### Routed metal, one colour a layer, run 1

Two of the layers only.
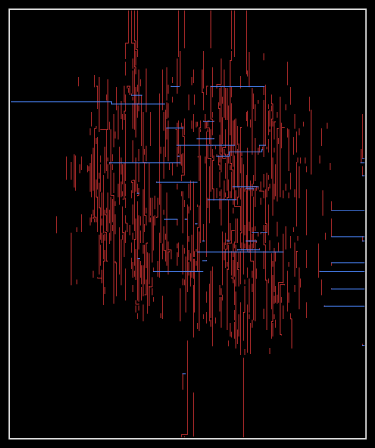
### Register map, names as in the netlist, run 1

The bar under the picture is 20 um long. Other sequential cells in the stronger grey, the rest of the logic in the fainter grey.
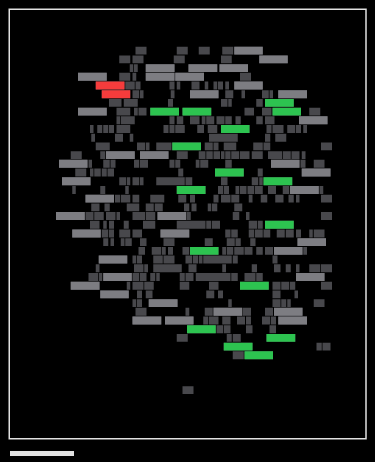
### Local utilization, run 1

The bar under the picture is 20 um long. 11 x 13 tiles, from dark purple (low) to yellow (high), 0 to 100% covered.
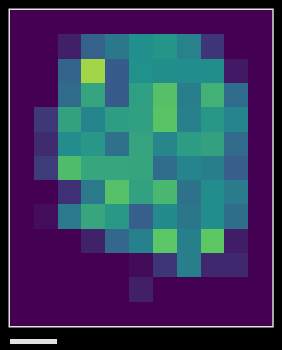
--- config.mk ---
export PLATFORM = sky130hd
export DESIGN_NAME = freq_meter
export DESIGN_NICKNAME = d
export VERILOG_FILES = /design/src/rtl/freq_meter.sv
export SDC_FILE = /design/constraint.sdc
export NUM_CORES = 1
export LEC_CHECK = 0
export CAP_MARGIN = 5
export CORE_ASPECT_RATIO = 1.25
export CORE_MARGIN = 10
export CORE_UTILIZATION = 30
export DETAILED_ROUTE_END_ITERATION = 6
export GPL_ROUTABILITY_DRIVEN = 0
export HOLD_SLACK_MARGIN = 0.03
export PLACE_DENSITY = 0.55
export SYNTH_ARGS = -nofsm -noshare
export SYNTH_HDL_FRONTEND = slang
export SYNTH_SLANG_ARGS = --single-unit
export TNS_END_PERCENT = 30
--- constraint.sdc ---
create_clock -name clk_in -period 6.65 [get_ports clk_in]
set_input_delay 0.9975 -clock clk_in [delete_from_list [all_inputs] [get_ports clk_in]]
set_output_delay 0.9975 -clock clk_in [all_outputs]
set_load 0.02 [all_outputs]
--- src/rtl/freq_meter.sv ---
`default_nettype none
// ============================================================================
//  Module   : freq_meter
//  Purpose  : Gated-window frequency counter. Counts rising edges of an
//             asynchronous test signal over a fixed gate of GATE_CYCLES
//             clk_in cycles, then publishes the count, a range verdict and a
//             saturation flag.
//  Revision : 1.0  initial release
// ----------------------------------------------------------------------------
//  Parameters
//    GATE_CYCLES  gate length in clk_in cycles (>= 2)
//    CNT_W        width of the edge counter and of freq_cnt
//    EXP_LO       inclusive lower bound of the in-range window
//    EXP_HI       inclusive upper bound of the in-range window
//  Ports
//    clk_in    in   1      system clock
//    rst_n     in   1      asynchronous active-low reset
//    sig_in    in   1      signal under test (asynchronous to clk_in)
//    start     in   1      single-cycle measurement request (IDLE only)
//    cont      in   1      continuous mode, re-arms from DONE while high
//    busy      out  1      high in ARM / GATE / DONE
//    valid     out  1      one-cycle pulse when a result is published
//    freq_cnt  out  CNT_W  rising edges counted in the last gate
//    in_range  out  1      last result within [EXP_LO, EXP_HI], no overflow
//    overflow  out  1      edge counter saturated during the last gate
// ============================================================================
module freq_meter #(
  parameter int GATE_CYCLES = 50000,
  parameter int CNT_W       = 16,
  parameter int EXP_LO      = 0,
  parameter int EXP_HI      = 65535
) (
  input  logic             clk_in,
  input  logic             rst_n,
  input  logic             sig_in,
  input  logic             start,
  input  logic             cont,
  output logic             busy,
  output logic             valid,
  output logic [CNT_W-1:0] freq_cnt,
  output logic             in_range,
  output logic             overflow
);

  // Gate counter only ever needs to reach GATE_CYCLES-1, so $clog2 bits
  // suffice and it never has to wrap.
  localparam int                GATE_W    = (GATE_CYCLES > 1) ? $clog2(GATE_CYCLES) : 1;
  localparam logic [GATE_W-1:0] GATE_LAST = GATE_W'(GATE_CYCLES - 1);
  localparam logic [CNT_W-1:0]  CNT_MAX   = '1;
  localparam longint            CNT_MAX_L = (longint'(1) << CNT_W) - 1;

  typedef enum logic [1:0] {
    S_IDLE = 2'd0,
    S_ARM  = 2'd1,
    S_GATE = 2'd2,
    S_DONE = 2'd3
  } state_t;

  // --------------------------------------------------------------------------
  // Input path: two-flop synchronizer plus a history flop. Runs in every
  // state so the edge detector is already primed when a gate opens.
  // --------------------------------------------------------------------------
  logic sync1_q;
  logic sync2_q;
  logic hist_q;
  logic edge_pulse;

  always_ff @(posedge clk_in or negedge rst_n) begin
    if (!rst_n) begin
      sync1_q <= 1'b0;
      sync2_q <= 1'b0;
      hist_q  <= 1'b0;
    end else begin
      sync1_q <= sig_in;
      sync2_q <= sync1_q;
      hist_q  <= sync2_q;
    end
  end

  assign edge_pulse = sync2_q & ~hist_q;

  // --------------------------------------------------------------------------
  // State and datapath registers
  // --------------------------------------------------------------------------
  state_t              state_q,    state_d;
  logic [GATE_W-1:0]   gate_cnt_q, gate_cnt_d;
  logic [CNT_W-1:0]    edge_cnt_q, edge_cnt_d;
  logic                ovf_q,      ovf_d;
  logic [CNT_W-1:0]    freq_q,     freq_d;
  logic                in_range_q, in_range_d;
  logic                ovf_out_q,  ovf_out_d;

  // Edge counter value after accounting for this cycle's edge, with
  // saturation: an edge arriving at full scale raises the overflow flag
  // instead of wrapping the count.
  logic [CNT_W-1:0] edge_cnt_upd;
  logic             ovf_upd;

  always_comb begin
    edge_cnt_upd = edge_cnt_q;
    ovf_upd      = ovf_q;
    if (edge_pulse) begin
      if (edge_cnt_q == CNT_MAX) begin
        ovf_upd = 1'b1;
      end else begin
        edge_cnt_upd = edge_cnt_q + CNT_W'(1);
      end
    end
  end

  // --------------------------------------------------------------------------
  // Range comparators. Bounds that cannot constrain a CNT_W-bit count are
  // resolved at elaboration so no always-true/always-false compare is built.
  // --------------------------------------------------------------------------
  logic lo_ok;
  logic hi_ok;

  generate
    if (EXP_LO <= 0) begin : g_lo_open
      assign lo_ok = 1'b1;
    end else if (longint'(EXP_LO) > CNT_MAX_L) begin : g_lo_never
      assign lo_ok = 1'b0;
    end else begin : g_lo_cmp
      assign lo_ok = (edge_cnt_upd >= CNT_W'(EXP_LO));
    end
  endgenerate

  generate
    if (longint'(EXP_HI) >= CNT_MAX_L) begin : g_hi_open
      assign hi_ok = 1'b1;
    end else if (EXP_HI < 0) begin : g_hi_never
      assign hi_ok = 1'b0;
    end else begin : g_hi_cmp
      assign hi_ok = (edge_cnt_upd <= CNT_W'(EXP_HI));
    end
  endgenerate

  // --------------------------------------------------------------------------
  // Next-state and datapath logic
  // --------------------------------------------------------------------------
  always_comb begin
    state_d    = state_q;
    gate_cnt_d = gate_cnt_q;
    edge_cnt_d = edge_cnt_q;
    ovf_d      = ovf_q;
    freq_d     = freq_q;
    in_range_d = in_range_q;
    ovf_out_d  = ovf_out_q;

    unique case (state_q)
      S_IDLE: begin
        if (start || cont) begin
          state_d = S_ARM;
        end
      end

      S_ARM: begin
        gate_cnt_d = '0;
        edge_cnt_d = '0;
        ovf_d      = 1'b0;
        state_d    = S_GATE;
      end

      S_GATE: begin
        edge_cnt_d = edge_cnt_upd;
        ovf_d      = ovf_upd;
        if (gate_cnt_q == GATE_LAST) begin
          // Results are loaded on the way into DONE (including an edge on
          // the final gate cycle) so they are already stable while valid
          // is high.
          freq_d     = edge_cnt_upd;
          ovf_out_d  = ovf_upd;
          in_range_d = lo_ok && hi_ok && !ovf_upd;
          state_d    = S_DONE;
        end else begin
          gate_cnt_d = gate_cnt_q + GATE_W'(1);
        end
      end

      S_DONE: begin
        // start is deliberately not looked at here: a request coinciding
        // with DONE is dropped.
        state_d = cont ? S_ARM : S_IDLE;
      end

      default: begin
        state_d = S_IDLE;
      end
    endcase
  end

  always_ff @(posedge clk_in or negedge rst_n) begin
    if (!rst_n) begin
      state_q    <= S_IDLE;
      gate_cnt_q <= '0;
      edge_cnt_q <= '0;
      ovf_q      <= 1'b0;
      freq_q     <= '0;
      in_range_q <= 1'b0;
      ovf_out_q  <= 1'b0;
    end else begin
      state_q    <= state_d;
      gate_cnt_q <= gate_cnt_d;
      edge_cnt_q <= edge_cnt_d;
      ovf_q      <= ovf_d;
      freq_q     <= freq_d;
      in_range_q <= in_range_d;
      ovf_out_q  <= ovf_out_d;
    end
  end

  // --------------------------------------------------------------------------
  // Outputs, all decoded straight from registers
  // --------------------------------------------------------------------------
  assign busy     = (state_q != S_IDLE);
  assign valid    = (state_q == S_DONE);
  assign freq_cnt = freq_q;
  assign in_range = in_range_q;
  assign overflow = ovf_out_q;

endmodule

`default_nettype wire

==> run_results.csv, run 1 <==
group,metric,value,unit
synthesis,syn-num-nets,348,
finish,flops,56,
critical_path,crit_path_end,"freq_cnt[1]$_DFFE_PN0P_",
outcome,run_status,"finished clean",
critical_path,timing.critical_path.to_type,"flip-flop",
synthesis,synth_xor_xnor_area_share,0.2820,%
critical_path,worstPathCellList,"inv_1 > ha_1 > buf_4 > nand4_1 > or4_1 > or4b_1 > nand3_1",
synthesis,yosys_register_bits,56,
drt,first_pass_iters,4,
global_routing,grt_pass1_wl,13.95,mm
finish,multiin_comb,254,
finish,combAreaFraction,43.83,%
synthesis,most_common_cell,"sky130_fd_sc_hd__dfrtp_1",
finish,finalInstanceArea,0.003651,sq mm
critical_path,critical-path-slowest-cell,"sky130_fd_sc_hd__or4_1",
worst_hold_path,worst_hold_path_type,"flip-flop to flip-flop",
final_timing,clock_skew,0.008181,ns
final_timing,setup_tns_final,0,ns
placement,placed_cell_area,0.003473,sq mm
finish,nNetsFinal,365,
synthesis,ys_async_sr_fraction,100.0,%
critical_path,crit_family,"simple AND/OR/NAND/NOR gates",
synthesis,synth_area_leader_cell,"sky130_fd_sc_hd__dfrtp_1",
final_timing,timing.final.crit_share,43.21,%
finish,antenna-diode-count,0,
synthesis,post_synth_inst_count,337,
critical_path,crit-reg2reg-capture,"freq_cnt[1]$_DFFE_PN0P_",
final_timing,setup_violations,0,
cts,max-clock-path-buffers,2,
placement,placed_cells_incl_taps,476,
finish,fillers,996,
die,floorplan.die.width,111,um
final_timing,maxSlewHeadroom,18.95,%
placement,preCtsSetupSlack,3.790,ns
cts,cts.reportedPaths.clkPinSlew,0.08,ns
final_timing,setup_repair_after_global_routing_missed_its_margin,"false",
finish,nNonClkBuffers,31,
synthesis,post_synth_ao_oa_area_fraction,19.14,%
power_and_ir_drop,maxPowerGroup,"registers",
die,design.die.area,0.01485,sq mm
critical_path,path_max_fanout,33,
critical_path,worst-setup-path-type,"flip-flop to flip-flop",
synthesis,post_synthesis_average_cell_area,9.215,sq um
power_and_ir_drop,share_comb_of_total_power,7.0,%
flow_run,cap_violations,0,
cts,postCtsHoldBufs,0,
finish,n_all_inverters,6,
critical_path,crit_path_start,"state_q[0]$_DFFE_PN0P_",
finish,layout_cells_sized_above_1,5.352,%
drt,drtAntennaViolNets,0,
power_and_ir_drop,clockPowerShare,42.0,%
cts,cts_setup_buffers,0,
synthesis,synth.lib_cells_used.distinct,51,
final_timing,hold_slack,0.3516,ns
finish,final_common_cell,"sky130_fd_sc_hd__dfrtp_1",
placement,post-dp-hpwl,5.623,mm
synthesis,synth.area.mux_share,2.297,%
synthesis,yosys.stat.chipArea,0.003105,sq mm
die,floorplan.io_pins,25,
power_and_ir_drop,powerComb,0.0526,mW
power_and_ir_drop,internal_power,0.5677,mW
finish,nClkBuffers,6,
power_and_ir_drop,clock_net_power,0.317,mW
global_routing,global_route_met1_usage,12.78,%
global_routing,gr-total-overflow,0,
Back to the opening pictures, 'Routed metal, one colour a layer':
- metal 3: blue (wire length 307 um)
- metal 2: red (wire length 4140 um)
via count of the routed design: 2749
Total GRT Usage: 10.95%
wire length after detailed routing: 8.168 mm
average wire per standard cell: 16.88 um

Back to the opening pictures, 'Register map, names as in the netlist':
- edge_cnt_q: green (sequential cells 16)
- state_q: red (sequential cells 2)
- not coloured: 38
sequential power: 0.385 mW
share of the final layout cell area in sequential cells: 38.38%
Sequential cell area: 0.001401 sq mm

Back to the opening pictures, 'Local utilization':
- fullest tile: 86%
- mean over tiles: 24%
- nearly empty tiles: 44%
- tiles over 75% full: 0.70%
- densest ninth of the die: centre
share of the core filled with cells in the final layout: 36.13%
Starting Density: 30.73%
Core Footprint: 0.01011 sq mm

### Clock routing, run 1

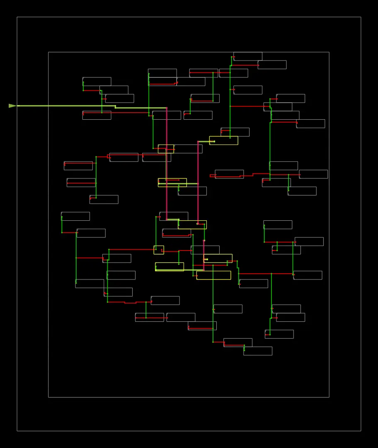

--- run 2 (diff from run 1) ---
==> constraint.sdc (replaced) <==
create_clock -name clk_in -period 2.7 [get_ports clk_in]
set_input_delay 0.405 -clock clk_in [delete_from_list [all_inputs] [get_ports clk_in]]
set_output_delay 0.405 -clock clk_in [all_outputs]
set_load 0.02 [all_outputs]
### Clock routing, run 2

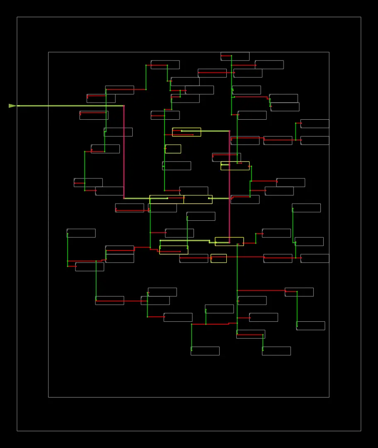
skew final: 0.007187 ns
Worst-Skew Late Latency: 0.30 ns
count of clock buffers in the final design: 7

### Local utilization, run 2

The bar under the picture is 20 um long. 11 x 13 tiles, from dark purple (low) to yellow (high), 0 to 100% covered.
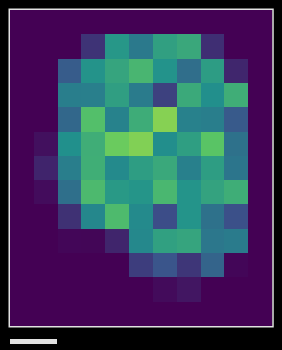
- tiles over 75% full: 2.1%
- emptiest ninth of the die: lower left
- mean over tiles: 24%
share of the core filled with cells in the final layout: 36.60%

==> run_results.csv, run 2 <==
group,metric,value,unit
critical_path,crit-reg2reg-capture,"freq_cnt[1]$_DFFE_PN0P_",
drt,route.detailed.vias_per_inst,5.674,
final_timing,timing.final.hold_violations,0,
final_timing,setup_tns_final,0,ns
synthesis,post_synthesis_average_cell_area,9.215,sq um
critical_path,r2r-start,"gate_cnt_q[11]$_DFFE_PN0P_",
die,floorplan.die.width,111,um
global_routing,grt_use_met3,2.066,%
finish,flops,56,
finish,areaGrowthSynthToFinish,19.10,%
drt,totalWireLength,8.071,mm
die,core_region_area,0.01011,sq mm
final_timing,fmaxAchievable,0.4023,GHz
cts,tritoncts,"yes",
die,well_tap_count,129,
synthesis,count_of_flip_flops_with_a_built_in_enable_after_synthesis,0,
synthesis,most_common_cell,"sky130_fd_sc_hd__dfrtp_1",
power_and_ir_drop,powerComb,0.129,mW
finish,nNetsFinal,369,
finish,multiin_comb,254,
cts,max-clock-path-buffers,2,
synthesis,synth.yosys.seq_area_share,45.12,%
finish,combAreaFraction,43.27,%
critical_path,timing.critical_path.to_type,"flip-flop",
flow_run,cap_violations,0,
finish,register_area,0.001401,sq mm
final_timing,hold_slack,0.1724,ns
power_and_ir_drop,static-leakage-power,1.508,nW
cts,clkSinkCount,56,
synthesis,yosysCellCount,337,
power_and_ir_drop,maxPowerGroup,"registers",
synthesis,post_synth_main_area_contributors,"sky130_fd_sc_hd__dfrtp_1, sky130_fd_sc_hd__nand2_1, sky130_fd_sc_hd__nand3_1",
placement,placed_cells_incl_taps,480,
critical_path,delay_of_the_slowest_cell_on_the_worst_path,0.59,ns
finish,antenna-diode-count,0,
synthesis,syn-num-nets,348,
synthesis,postSynth.topFlopCell,"sky130_fd_sc_hd__dfrtp_1",
global_routing,antenna_violations_before_repair,0,
die,initCoreUtil,30.73,%
final_timing,setup_repair_after_global_routing_missed_its_margin,"false",
placement,preCtsSetupSlack,0.2239,ns
placement,placed_cell_area,0.003516,sq mm
synthesis,post_synth_ao_oa_area_fraction,19.14,%
global_routing,grt_pass1_wl,14.12,mm
power_and_ir_drop,vdd_ir_drop_max,0.0002916,V
synthesis,synthesis.area,0.003105,sq mm
finish,layout.clock.cell_area_share,4.939,%
final_timing,slew_viol_final,0,
finish,fillers,1027,
die,die_height,133.8,um
finish,final_layout_top_logic_cells,"sky130_fd_sc_hd__dfrtp_1, sky130_fd_sc_hd__nand2_1, sky130_fd_sc_hd__nand3_1",
power_and_ir_drop,share_comb_of_total_power,6.9,%
critical_path,critical_path_required,2.93,ns
cts,post_cts.resized_instances,0,
synthesis,ys_sh_adder,2.417,%
critical_path,worstPathBufferInverterCount,1,
drt,drt_first_iter_violations,85,
cts,cts.reportedPaths.clkPinSlew,0.07,ns
power_and_ir_drop,clockPowerShare,42.6,%
drt,dr.max_layer_used,"met4",
finish,final_common_cell,"sky130_fd_sc_hd__dfrtp_1",
global_routing,gr-total-overflow,0,
cts,postCtsHoldBufs,0,
synthesis,netlist_top_cells_count,"sky130_fd_sc_hd__dfrtp_1, sky130_fd_sc_hd__nand2_1, sky130_fd_sc_hd__nand3_1",
finish,nNonClkBuffers,35,
final_timing,maxSlewHeadroom,49.39,%
critical_path,path_max_fanout,27,
critical_path,crit_path_end,"freq_cnt[1]$_DFFE_PN0P_",
critical_path,crit_path_start,"gate_cnt_q[11]$_DFFE_PN0P_",
global_routing,highest_utilization_routing_layer_at_the_global_route_stage,"met2",
critical_path,crit_family,"simple AND/OR/NAND/NOR gates",
worst_hold_path,worst_hold_path_type,"primary input to async pin",
final_timing,setup_violations,0,
synthesis,yosys_register_bits,56,
power_and_ir_drop,power.sequential.fraction,50.5,%
die,design.die.area,0.01485,sq mm
critical_path,r2r_setup_slack,0.21,ns
finish,largestClassByArea,"multi-input combinational cells",
finish,layout.nonclk_buf_share,8.931,%
critical_path,critical_path_arrival,2.72,ns
final_timing,tightestPinTransition,0.7592,ns
synthesis,yosys.stat.chipArea,0.003105,sq mm
power_and_ir_drop,clock_net_power,0.798,mW
synthesis,yosys.area.top_type_share,45.12,%
critical_path,critical-path-slowest-cell,"sky130_fd_sc_hd__or4_1",
flow_run,warning_count,29,
global_routing,total_grt_usage,11.12,%
finish,seqAreaFraction,37.89,%
power_and_ir_drop,sw_frac_of_total,24.11,%
critical_path,setup.worst_path.start_class,"flip-flop",
synthesis,synth.lib_cells_used.distinct,51,
global_routing,grt_max_degree,34,
global_routing,via_count_of_the_first_global_routing_pass,2746,
cts,maximum_level_of_the_cts_h_tree,2,
power_and_ir_drop,power_sequential,0.948,mW
final_timing,setup_slack_of_the_critical_path_after_layout,0.2146,ns
synthesis,top_logic_kind,"simple AND/OR/NAND/NOR gates",
synthesis,yosysWarningCount,0,
outcome,run_status,"finished clean",
drt,first_pass_iters,4,
power_and_ir_drop,internal_power,1.423,mW
drt,wl_met3,332,um
synthesis,synth_area_leader_cell,"sky130_fd_sc_hd__dfrtp_1",
drt,routed_wire_length_per_instance,16.54,um
critical_path,worstPathCellList,"or4_4 > or4_1 > buf_12 > or4b_1 > nand3_1",
global_routing,met2_usage,19.65,%
die,floorplan.io_pins,25,
critical_path,worst-setup-path-type,"flip-flop to flip-flop",
synthesis,synth_xor_xnor_area_share,0.2820,%
finish,layout_cells_sized_above_1,6.407,%
cts,cts_made_buffers,5,
cts,cts_root_buffer,"sky130_fd_sc_hd__clkbuf_16",
synthesis,synth.area.mux_share,2.297,%
finish,finalInstanceArea,0.003699,sq mm
critical_path,reg2regPathDepth,5,
die,floorplan.rows,41,
global_routing,global_route_met1_usage,13.15,%
drt,drcViolationCount,0,
power_and_ir_drop,power.switching,0.4520,mW
finish,final_cells,488,
placement,post-dp-hpwl,5.708,mm
cts,cts_setup_buffers,0,
power_and_ir_drop,p_total,1.875,mW
finish,mi_logic_area,0.001600,sq mm
finish,n_all_inverters,6,
synthesis,ys_async_sr_fraction,100.0,%
drt,met2_wirelength,4.187,mm
final_timing,timing.final.crit_share,92.05,%
synthesis,post_synth_inst_count,337,
drt,drtAntennaViolNets,0,
critical_path,cp.depth,5,
drt,vias,2769,
synthesis,synth.cellmix.simpleShare,27.40,%
### Register map, names as in the netlist, run 2

The bar under the picture is 20 um long. Other sequential cells in the stronger grey, the rest of the logic in the fainter grey.
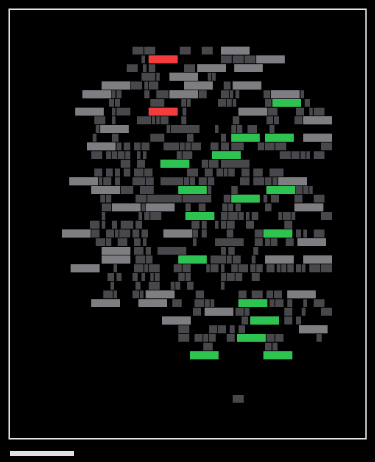

--- run 3 (diff from run 2) ---
--- a/config.mk
+++ b/config.mk
@@ -10,9 +10,10 @@
 export CORE_MARGIN = 10
 export CORE_UTILIZATION = 30
 export DETAILED_ROUTE_END_ITERATION = 6
+export DONT_BUFFER_PORTS = 1
 export GPL_ROUTABILITY_DRIVEN = 0
 export HOLD_SLACK_MARGIN = 0.03
-export PLACE_DENSITY = 0.55
+export PLACE_DENSITY = 0.52
 export SYNTH_ARGS = -nofsm -noshare
 export SYNTH_HDL_FRONTEND = slang
 export SYNTH_SLANG_ARGS = --single-unit
### Register map, names as in the netlist, run 3

The bar under the picture is 20 um long. Other sequential cells in the stronger grey, the rest of the logic in the fainter grey.
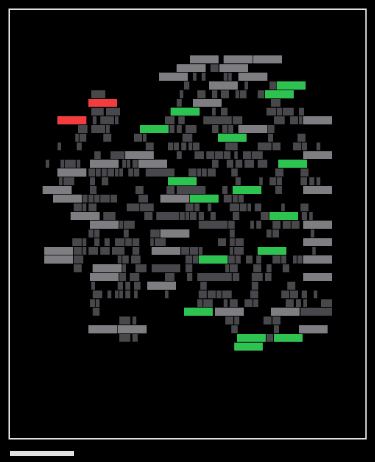
- state_q: red (sequential cells 2)
- edge_cnt_q: green (sequential cells 16)
- not coloured: 38
sequential power: 0.948 mW
share of the final layout cell area in sequential cells: 40.33%

### Local utilization, run 3

The bar under the picture is 20 um long. 11 x 13 tiles, from dark purple (low) to yellow (high), 0 to 100% covered.
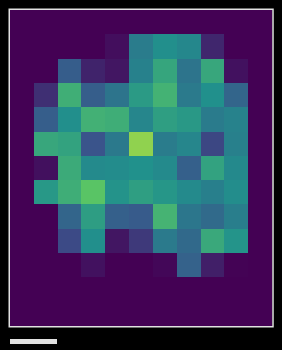
share of the core filled with cells in the final layout: 34.38%

==> run_results.csv, run 3 <==
group,metric,value,unit
outcome,run_status,"finished clean",
final_timing,clock_skew,0.009308,ns
synthesis,postSynth.topFlopCell,"sky130_fd_sc_hd__dfrtp_1",
synthesis,count_of_flip_flops_with_a_built_in_enable_after_synthesis,0,
finish,combAreaFraction,46.06,%
synthesis,synthesis.area,0.003105,sq mm
global_routing,total_grt_usage,10.76,%
drt,met2_wirelength,4.164,mm
synthesis,yosys_register_bits,56,
finish,mi_logic_area,0.001600,sq mm
global_routing,gr-total-overflow,0,
global_routing,grt_use_met3,2.201,%
critical_path,delay_of_the_slowest_cell_on_the_worst_path,0.59,ns
final_timing,setup_slack_of_the_critical_path_after_layout,0.2307,ns
drt,drt_first_iter_violations,93,
critical_path,setup.worst_path.start_class,"flip-flop",
placement,post-dp-hpwl,5.645,mm
global_routing,highest_utilization_routing_layer_at_the_global_route_stage,"met2",
global_routing,via_count_of_the_first_global_routing_pass,2592,
cts,postCtsHoldBufs,2,
synthesis,synth.lib_cells_used.distinct,51,
critical_path,reg2regPathDepth,5,
drt,drtAntennaViolNets,0,
critical_path,r2r_setup_slack,0.23,ns
worst_hold_path,worst_hold_path_type,"primary input to flip-flop",
cts,clk-insertion-delay-late,0.30,ns
critical_path,crit_path_end,"freq_cnt[6]$_DFFE_PN0P_",
synthesis,netlist_top_cells_count,"sky130_fd_sc_hd__dfrtp_1, sky130_fd_sc_hd__nand2_1, sky130_fd_sc_hd__nand3_1",
final_timing,slew_viol_final,0,
placement,placed_cell_area,0.003266,sq mm
finish,nNetsFinal,345,
final_timing,timing.final.crit_share,91.46,%
critical_path,worst-setup-path-type,"flip-flop to flip-flop",
power_and_ir_drop,p_total,1.847,mW
final_timing,fmaxAchievable,0.4050,GHz
power_and_ir_drop,sw_frac_of_total,25.56,%
synthesis,post_synth_main_area_contributors,"sky130_fd_sc_hd__dfrtp_1, sky130_fd_sc_hd__nand2_1, sky130_fd_sc_hd__nand3_1",
synthesis,synth.area.mux_share,2.297,%
flow_run,cap_violations,0,
final_timing,hold_slack,0.1258,ns
critical_path,worstPathCellList,"or4_4 > or4_1 > buf_12 > or4_1 > nand3_1",
die,floorplan.io_pins,25,
power_and_ir_drop,powerComb,0.131,mW
finish,largestClassByArea,"multi-input combinational cells",
critical_path,critical-path-slowest-cell,"sky130_fd_sc_hd__or4_1",
finish,nClkBuffers,5,
finish,n_all_inverters,6,
cts,clkSinkCount,56,
global_routing,antenna_violations_before_repair,0,
synthesis,ys_async_sr_fraction,100.0,%
finish,register_area,0.001401,sq mm
power_and_ir_drop,clock_net_power,0.768,mW
cts,cts_root_buffer,"sky130_fd_sc_hd__clkbuf_16",
synthesis,post_synth_inst_count,337,
final_timing,maxSlewHeadroom,63.41,%
die,floorplan.die.width,111,um
synthesis,synth_xor_xnor_area_share,0.2820,%
power_and_ir_drop,maxPowerGroup,"registers",
placement,placed_cells_incl_taps,454,
finish,antenna-diode-count,0,
final_timing,setup_violations,0,
finish,final_common_cell,"sky130_fd_sc_hd__dfrtp_1",
critical_path,critical_path_required,2.93,ns
power_and_ir_drop,vdd_ir_drop_max,0.0002704,V
finish,flops,56,
cts,post_cts.resized_instances,0,
cts,maximum_level_of_the_cts_h_tree,2,
drt,wl_met3,277,um
cts,cts_setup_buffers,0,
finish,areaGrowthSynthToFinish,11.89,%
finish,final_layout_top_logic_cells,"sky130_fd_sc_hd__dfrtp_1, sky130_fd_sc_hd__nand2_1, sky130_fd_sc_hd__nand3_1",
cts,cts_made_buffers,5,
global_routing,met2_usage,19.06,%
drt,dr.max_layer_used,"met4",
critical_path,path_max_fanout,27,
critical_path,crit-reg2reg-capture,"freq_cnt[6]$_DFFE_PN0P_",
synthesis,yosys.area.top_type_share,45.12,%
die,floorplan.rows,41,
flow_run,warning_count,29,
die,initCoreUtil,30.73,%
final_timing,timing.final.hold_violations,0,
power_and_ir_drop,power.switching,0.4720,mW
synthesis,synth.yosys.seq_area_share,45.12,%
finish,layout.nonclk_buf_share,3.385,%
finish,layout_cells_sized_above_1,6.269,%
placement,preCtsSetupSlack,0.2360,ns
synthesis,synth_area_leader_cell,"sky130_fd_sc_hd__dfrtp_1",
critical_path,critical_path_arrival,2.70,ns
finish,final_cells,464,
synthesis,post_synth_ao_oa_area_fraction,19.14,%
synthesis,most_common_cell,"sky130_fd_sc_hd__dfrtp_1",
final_timing,setup_repair_after_global_routing_missed_its_margin,"false",
critical_path,crit_path_start,"gate_cnt_q[11]$_DFFE_PN0P_",
power_and_ir_drop,clockPowerShare,41.6,%
cts,max-clock-path-buffers,2,
die,well_tap_count,129,
global_routing,grt_pass1_wl,13.55,mm
die,die_height,133.8,um
synthesis,yosysWarningCount,0,
synthesis,top_logic_kind,"simple AND/OR/NAND/NOR gates",
synthesis,yosysCellCount,337,
final_timing,setup_tns_final,0,ns
critical_path,timing.critical_path.to_type,"flip-flop",
Power is estimated from default activity; no workload was simulated.
